===== src/rtl/led_ctrl_pkg.sv =====
// Shared types and defaults for the LED update controller: FSM states,
// requester identities and the default LED word width.
package led_ctrl_pkg;

  localparam int DEF_DATA_BITS = 16;

  typedef enum logic [1:0] {
    IDLE,
    LOAD,
    FIRE,
    WAIT
  } state_e;

  typedef enum logic [1:0] {
    REQ_CPU,
    REQ_SW,
    REQ_REFRESH
  } req_id_e;

endpackage


===== src/rtl/led_update_ctrl_if.sv =====
// Requester and shifter-side signal bundle for led_update_ctrl.
// slave  : the controller view.
// master : the surrounding logic (bus decode, switch mirror, P2S shifter).
interface led_update_ctrl_if #(
  parameter int DATA_BITS = led_ctrl_pkg::DEF_DATA_BITS
);

  logic                 cpu_req;
  logic [DATA_BITS-1:0] cpu_data;
  logic                 cpu_ack;
  logic                 sw_req;
  logic [DATA_BITS-1:0] sw_data;
  logic                 sw_ack;
  logic                 p2s_start;
  logic [DATA_BITS-1:0] p2s_data;
  logic                 p2s_en;
  logic                 busy;
  logic [DATA_BITS-1:0] cur_data;
  logic                 timeout_err;

  modport slave (
    input  cpu_req, cpu_data, sw_req, sw_data, p2s_en,
    output cpu_ack, sw_ack, p2s_start, p2s_data, busy, cur_data, timeout_err
  );

  modport master (
    output cpu_req, cpu_data, sw_req, sw_data, p2s_en,
    input  cpu_ack, sw_ack, p2s_start, p2s_data, busy, cur_data, timeout_err
  );

endinterface


===== src/rtl/led_update_ctrl_rr_arb2.sv =====
// Two-requester round-robin arbiter. A lone requester wins outright; on a
// tie the requester not granted last wins. The last-grant register only
// moves when the caller enables the grant and someone actually wins.
module rr_arb2 (
  input  logic clk,
  input  logic rst,
  input  logic i_req_cpu,
  input  logic i_req_sw,
  input  logic i_grant_en,
  output logic o_gnt_cpu,
  output logic o_gnt_sw
);

  // 1 = switch mirror was granted last, so the CPU wins the next tie
  logic r_last_sw;

  assign o_gnt_cpu = i_req_cpu & (~i_req_sw | r_last_sw);
  assign o_gnt_sw  = i_req_sw  & (~i_req_cpu | ~r_last_sw);

  // Remember who was granted last; reset favours the CPU on the first tie
  always_ff @(posedge clk) begin
    if (rst) begin
      r_last_sw <= 1'b1;
    end else if (i_grant_en && (o_gnt_cpu || o_gnt_sw)) begin
      r_last_sw <= o_gnt_sw;
    end
  end

endmodule


===== src/rtl/led_update_ctrl.sv =====
// Sequencing/arbitration controller for the serial LED shifter.
// Grants CPU or switch-mirror updates round-robin, holds the shifter's
// parallel word, fires a one-cycle start pulse and waits for the shifter's
// completion edge with a timeout.
// Optional feature: define LED_REFRESH_EN to re-send cur_data after
// REFRESH_CYCLES idle cycles with no external request.
module led_update_ctrl
  import led_ctrl_pkg::*;
#(
  parameter int DATA_BITS      = DEF_DATA_BITS,
  parameter int TIMEOUT_CYCLES = 4096,
  parameter int REFRESH_CYCLES = 1_000_000
) (
  input logic              clk,
  input logic              rst,
  led_update_ctrl_if.slave bus
);

  localparam int TMO_W = (TIMEOUT_CYCLES > 2) ? $clog2(TIMEOUT_CYCLES) : 1;

  // Reject parameter values the counters cannot represent
  if (TIMEOUT_CYCLES < 2 || REFRESH_CYCLES < 2) begin : g_bad_param
    $error("led_update_ctrl: TIMEOUT_CYCLES and REFRESH_CYCLES must be >= 2");
  end

  state_e               r_state;
  req_id_e              r_winner;
  logic                 r_cpu_ack;
  logic                 r_sw_ack;
  logic                 r_p2s_start;
  logic [DATA_BITS-1:0] r_p2s_data;
  logic                 r_busy;
  logic [DATA_BITS-1:0] r_cur_data;
  logic                 r_timeout_err;
  logic [TMO_W-1:0]     r_tmo_cnt;
  logic                 r_p2s_en_q;

  logic                 w_any_req;
  logic                 w_grant_en;
  logic                 w_gnt_cpu;
  logic                 w_gnt_sw;
  logic                 w_rise;
  logic                 w_tmo_hit;
  logic                 w_refresh_hit;
  logic [DATA_BITS-1:0] w_sel_data;

  assign w_any_req  = bus.cpu_req | bus.sw_req;
  assign w_grant_en = (r_state == IDLE);
  // Edge detector: the registered copy is refreshed every cycle, so a rise
  // that happens during FIRE is already "old" by the first WAIT cycle.
  assign w_rise     = bus.p2s_en & ~r_p2s_en_q;
  assign w_tmo_hit  = (r_tmo_cnt == TMO_W'(TIMEOUT_CYCLES - 1));

  rr_arb2 u_arb (
    .clk        (clk),
    .rst        (rst),
    .i_req_cpu  (bus.cpu_req),
    .i_req_sw   (bus.sw_req),
    .i_grant_en (w_grant_en),
    .o_gnt_cpu  (w_gnt_cpu),
    .o_gnt_sw   (w_gnt_sw)
  );

`ifdef LED_REFRESH_EN
  localparam int IDLE_W = $clog2(REFRESH_CYCLES);

  logic [IDLE_W-1:0] r_idle_cnt;

  assign w_refresh_hit = (r_idle_cnt == IDLE_W'(REFRESH_CYCLES - 1));

  // Count consecutive idle cycles; any departure from IDLE restarts it
  always_ff @(posedge clk) begin
    if (rst) begin
      r_idle_cnt <= '0;
    end else if (r_state == IDLE && !w_any_req && !w_refresh_hit) begin
      r_idle_cnt <= r_idle_cnt + 1'b1;
    end else begin
      r_idle_cnt <= '0;
    end
  end
`else
  assign w_refresh_hit = 1'b0;
`endif

  // Word to load into the shifter: the granted requester, or a re-send
  always_comb begin
    w_sel_data = r_cur_data;
    case (r_winner)
      REQ_CPU: w_sel_data = bus.cpu_data;
      REQ_SW:  w_sel_data = bus.sw_data;
      default: w_sel_data = r_cur_data;
    endcase
  end

  // Main sequencer: IDLE -> LOAD -> FIRE -> WAIT -> IDLE, registered outputs
  always_ff @(posedge clk) begin
    if (rst) begin
      r_state       <= IDLE;
      r_winner      <= REQ_CPU;
      r_cpu_ack     <= 1'b0;
      r_sw_ack      <= 1'b0;
      r_p2s_start   <= 1'b0;
      r_p2s_data    <= '0;
      r_busy        <= 1'b0;
      r_cur_data    <= '0;
      r_timeout_err <= 1'b0;
      r_tmo_cnt     <= '0;
      r_p2s_en_q    <= 1'b0;
    end else begin
      r_p2s_en_q <= bus.p2s_en;
      case (r_state)
        IDLE: begin
          // Grant decided here so the ack is visible during LOAD
          if (w_any_req) begin
            r_state   <= LOAD;
            r_busy    <= 1'b1;
            r_cpu_ack <= w_gnt_cpu;
            r_sw_ack  <= w_gnt_sw;
            r_winner  <= w_gnt_sw ? REQ_SW : REQ_CPU;
          end else if (w_refresh_hit) begin
            r_state  <= LOAD;
            r_busy   <= 1'b1;
            r_winner <= REQ_REFRESH;
          end
        end
        LOAD: begin
          // Requester still holds data during its ack cycle
          r_cpu_ack   <= 1'b0;
          r_sw_ack    <= 1'b0;
          r_p2s_data  <= w_sel_data;
          r_p2s_start <= 1'b1;
          r_state     <= FIRE;
        end
        FIRE: begin
          r_p2s_start <= 1'b0;
          r_tmo_cnt   <= '0;
          r_state     <= WAIT;
        end
        WAIT: begin
          // Completion is checked first so it wins over the terminal count
          if (w_rise) begin
            r_cur_data <= r_p2s_data;
            r_busy     <= 1'b0;
            r_state    <= IDLE;
          end else if (w_tmo_hit) begin
            r_timeout_err <= 1'b1;
            r_busy        <= 1'b0;
            r_state       <= IDLE;
          end else begin
            r_tmo_cnt <= r_tmo_cnt + 1'b1;
          end
        end
        default: begin
          r_state <= IDLE;
          r_busy  <= 1'b0;
        end
      endcase
    end
  end

  assign bus.cpu_ack     = r_cpu_ack;
  assign bus.sw_ack      = r_sw_ack;
  assign bus.p2s_start   = r_p2s_start;
  assign bus.p2s_data    = r_p2s_data;
  assign bus.busy        = r_busy;
  assign bus.cur_data    = r_cur_data;
  assign bus.timeout_err = r_timeout_err;

endmodule

===== src/flat_wrapper.sv =====
// flat-port wrapper written by rule: the top's interface ports become plain ports
module led_update_ctrl_flat import led_ctrl_pkg::*;
#(
  parameter int DATA_BITS      = DEF_DATA_BITS,
  parameter int TIMEOUT_CYCLES = 4096,
  parameter int REFRESH_CYCLES = 1_000_000
)
  (clk, rst, bus_cpu_req, bus_cpu_data, bus_sw_req, bus_sw_data, bus_p2s_en, bus_cpu_ack, bus_sw_ack, bus_p2s_start, bus_p2s_data, bus_busy, bus_cur_data, bus_timeout_err);
  led_update_ctrl_if #(.DATA_BITS(DATA_BITS)) bus_i ();
  input logic clk;
  input logic rst;
  input wire logic [$bits(bus_i.cpu_req)-1:0] bus_cpu_req;
  input wire logic [$bits(bus_i.cpu_data)-1:0] bus_cpu_data;
  input wire logic [$bits(bus_i.sw_req)-1:0] bus_sw_req;
  input wire logic [$bits(bus_i.sw_data)-1:0] bus_sw_data;
  input wire logic [$bits(bus_i.p2s_en)-1:0] bus_p2s_en;
  output wire logic [$bits(bus_i.cpu_ack)-1:0] bus_cpu_ack;
  output wire logic [$bits(bus_i.sw_ack)-1:0] bus_sw_ack;
  output wire logic [$bits(bus_i.p2s_start)-1:0] bus_p2s_start;
  output wire logic [$bits(bus_i.p2s_data)-1:0] bus_p2s_data;
  output wire logic [$bits(bus_i.busy)-1:0] bus_busy;
  output wire logic [$bits(bus_i.cur_data)-1:0] bus_cur_data;
  output wire logic [$bits(bus_i.timeout_err)-1:0] bus_timeout_err;
  assign bus_i.cpu_req = bus_cpu_req;
  assign bus_i.cpu_data = bus_cpu_data;
  assign bus_i.sw_req = bus_sw_req;
  assign bus_i.sw_data = bus_sw_data;
  assign bus_i.p2s_en = bus_p2s_en;
  assign bus_cpu_ack = bus_i.cpu_ack;
  assign bus_sw_ack = bus_i.sw_ack;
  assign bus_p2s_start = bus_i.p2s_start;
  assign bus_p2s_data = bus_i.p2s_data;
  assign bus_busy = bus_i.busy;
  assign bus_cur_data = bus_i.cur_data;
  assign bus_timeout_err = bus_i.timeout_err;
  led_update_ctrl #(.DATA_BITS(DATA_BITS), .TIMEOUT_CYCLES(TIMEOUT_CYCLES), .REFRESH_CYCLES(REFRESH_CYCLES)) u_core (.clk(clk), .rst(rst), .bus(bus_i));
endmodule

===== config.mk =====
export PLATFORM = sky130hd
export DESIGN_NAME = led_update_ctrl_flat
export DESIGN_NICKNAME = d
export VERILOG_FILES = /design/src/rtl/led_ctrl_pkg.sv /design/src/rtl/led_update_ctrl_if.sv /design/src/rtl/led_update_ctrl_rr_arb2.sv /design/src/rtl/led_update_ctrl.sv /design/src/flat_wrapper.sv
export SDC_FILE = /design/constraint.sdc
export NUM_CORES = 1
export LEC_CHECK = 0
export CORE_ASPECT_RATIO = 1.2
export CORE_MARGIN = 2
export CORE_UTILIZATION = 45
export CTS_BUF_LIST = sky130_fd_sc_hd__clkbuf_8 sky130_fd_sc_hd__clkbuf_16
export CTS_CLUSTER_SIZE = 30
export DETAILED_ROUTE_END_ITERATION = 8
export PLACE_DENSITY = 0.85
export SETUP_SLACK_MARGIN = 0.2
export SYNTH_ARGS = -nofsm -noshare
export SYNTH_HDL_FRONTEND = slang
export SYNTH_HIERARCHICAL = 1
export SYNTH_SLANG_ARGS = --single-unit

===== constraint.sdc =====
create_clock -name clk -period 3.7 [get_ports clk]
set_input_delay 0.37 -clock clk [delete_from_list [all_inputs] [get_ports clk]]
set_output_delay 0.37 -clock clk [all_outputs]
set_load 0.01 [all_outputs]

==> images/m2.png <==
The bar under the picture is 20 um long. Cells faint in the background.
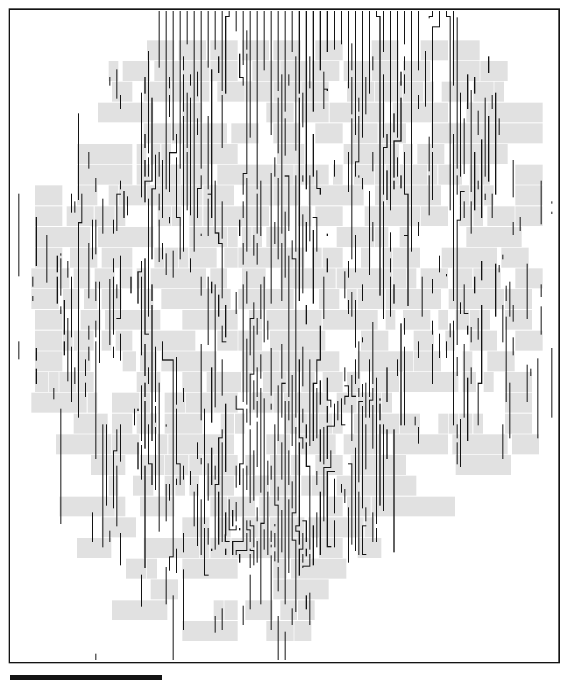
The wires run mostly vertical. 338 nets have wire on it. The longest straight run is 36.5 um.
Post-Route WL: 6080 um
GR Layer Usage met2: 36.8%
routed via count: 2342

==> images/closeup.png <==
The bar under the picture is 10 um long. Window x 16 to 56, y 6 to 46 um. Cells in gray, sequential cells in the stronger gray; small squares are vias.
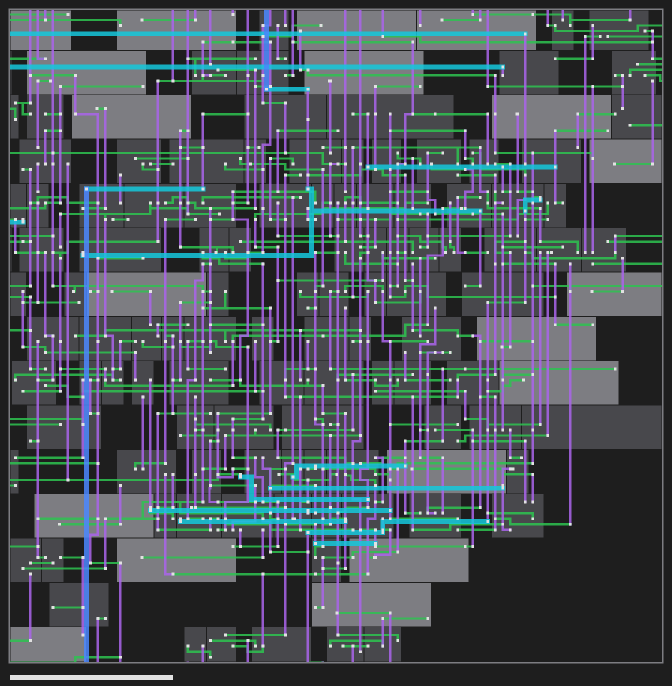
Blue shows M4. Green shows M1. Cyan shows M3. Purple shows M2.
121 logic cells have their middle in the window. Netlist names of flops here include `u_core/r_tmo_cnt` (12), `u_core/bus.p2s_data` (3). Sequential cells in the window: 19. Most frequent: dfxtp_1 (19), nor2_1 (12), nand2_1 (11).

==> images/m1.png <==
The bar under the picture is 20 um long. Supply wires on this layer in gray. Cells faint in the background.
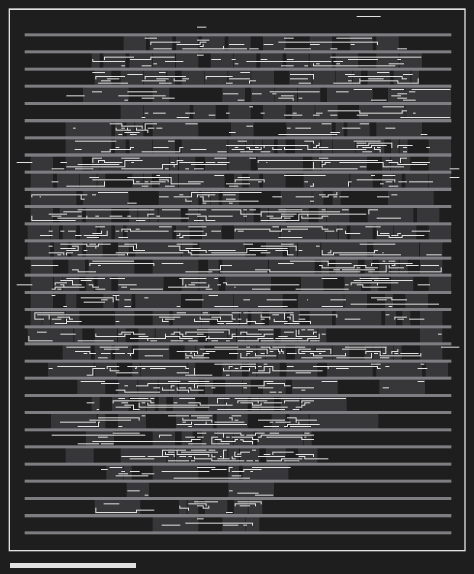
The longest straight run is 30.8 um. 355 nets have wire on it. The wires run mostly horizontal. The layer carries 2410 um of wire. The layer holds 40% of the routed length.

==> impl_metrics.json <==
{
  "ctsHtreeMaxLevel": 2,
  "ys_top_cells_by_area": "dfxtp_1 43%, nand2_1 6.6%, mux2i_1 6.4%",
  "comb_power_mw": 0.658,
  "min_path_cells": 2,
  "dp_cells": 406,
  "crit_cells": 5,
  "p_leak_nw": 1.11,
  "met3_usage_pct": 5.64,
  "setup_viol": 0,
  "drt_iter0_markers": 171,
  "slowest_delay_ns": 0.85,
  "dp_slack_ns": 1.50,
  "post-route-period-util_pct": 59.0,
  "p_switching_mw": 0.598,
  "drive_gt1_share_pct": 4.84,
  "adder_share_pct": 3.01,
  "clk_latency_ns": 0.30,
  "fin_skew_ns": 0.00575,
  "tightest_slew_ns": 1.20,
  "p_sw_share_pct": 33.0,
  "fin_nets": 394,
  "syn_nets": 331,
  "drtAntennaViolNets": 0,
  "grt.total_usage_pct": 20.2,
  "n_all_inverters": 8,
  "power.density_nw_per_um2": 542,
  "outcome": "complete, no violations",
  "yosysCellCount": 288,
  "fin_hold_ws_ns": 0.457,
  "layout_top_cell": "clkdlybuf4s50_1",
  "worstSetupStartpointType": "register",
  "crit_chain": "ha_1 > inv_2 > nor2_1 > nand2_1 > a21oi_1",
  "clock-sinks": 54,
  "initial_core_util_pct": 46.7,
  "hold_path.startpoint": "u_core/bus.cur_data[13]$_SDFFE_PP0N_",
  "synthArstFlopShare_pct": 0,
  "cts_buffers": 5,
  "synth_warnings": 6,
  "clockPowerShare_pct": 21.1,
  "seq_share_pct": 32.4,
  "synthFlopType": "dfxtp_1",
  "die-area_um2": 6150,
  "num_io_pins": 74
}
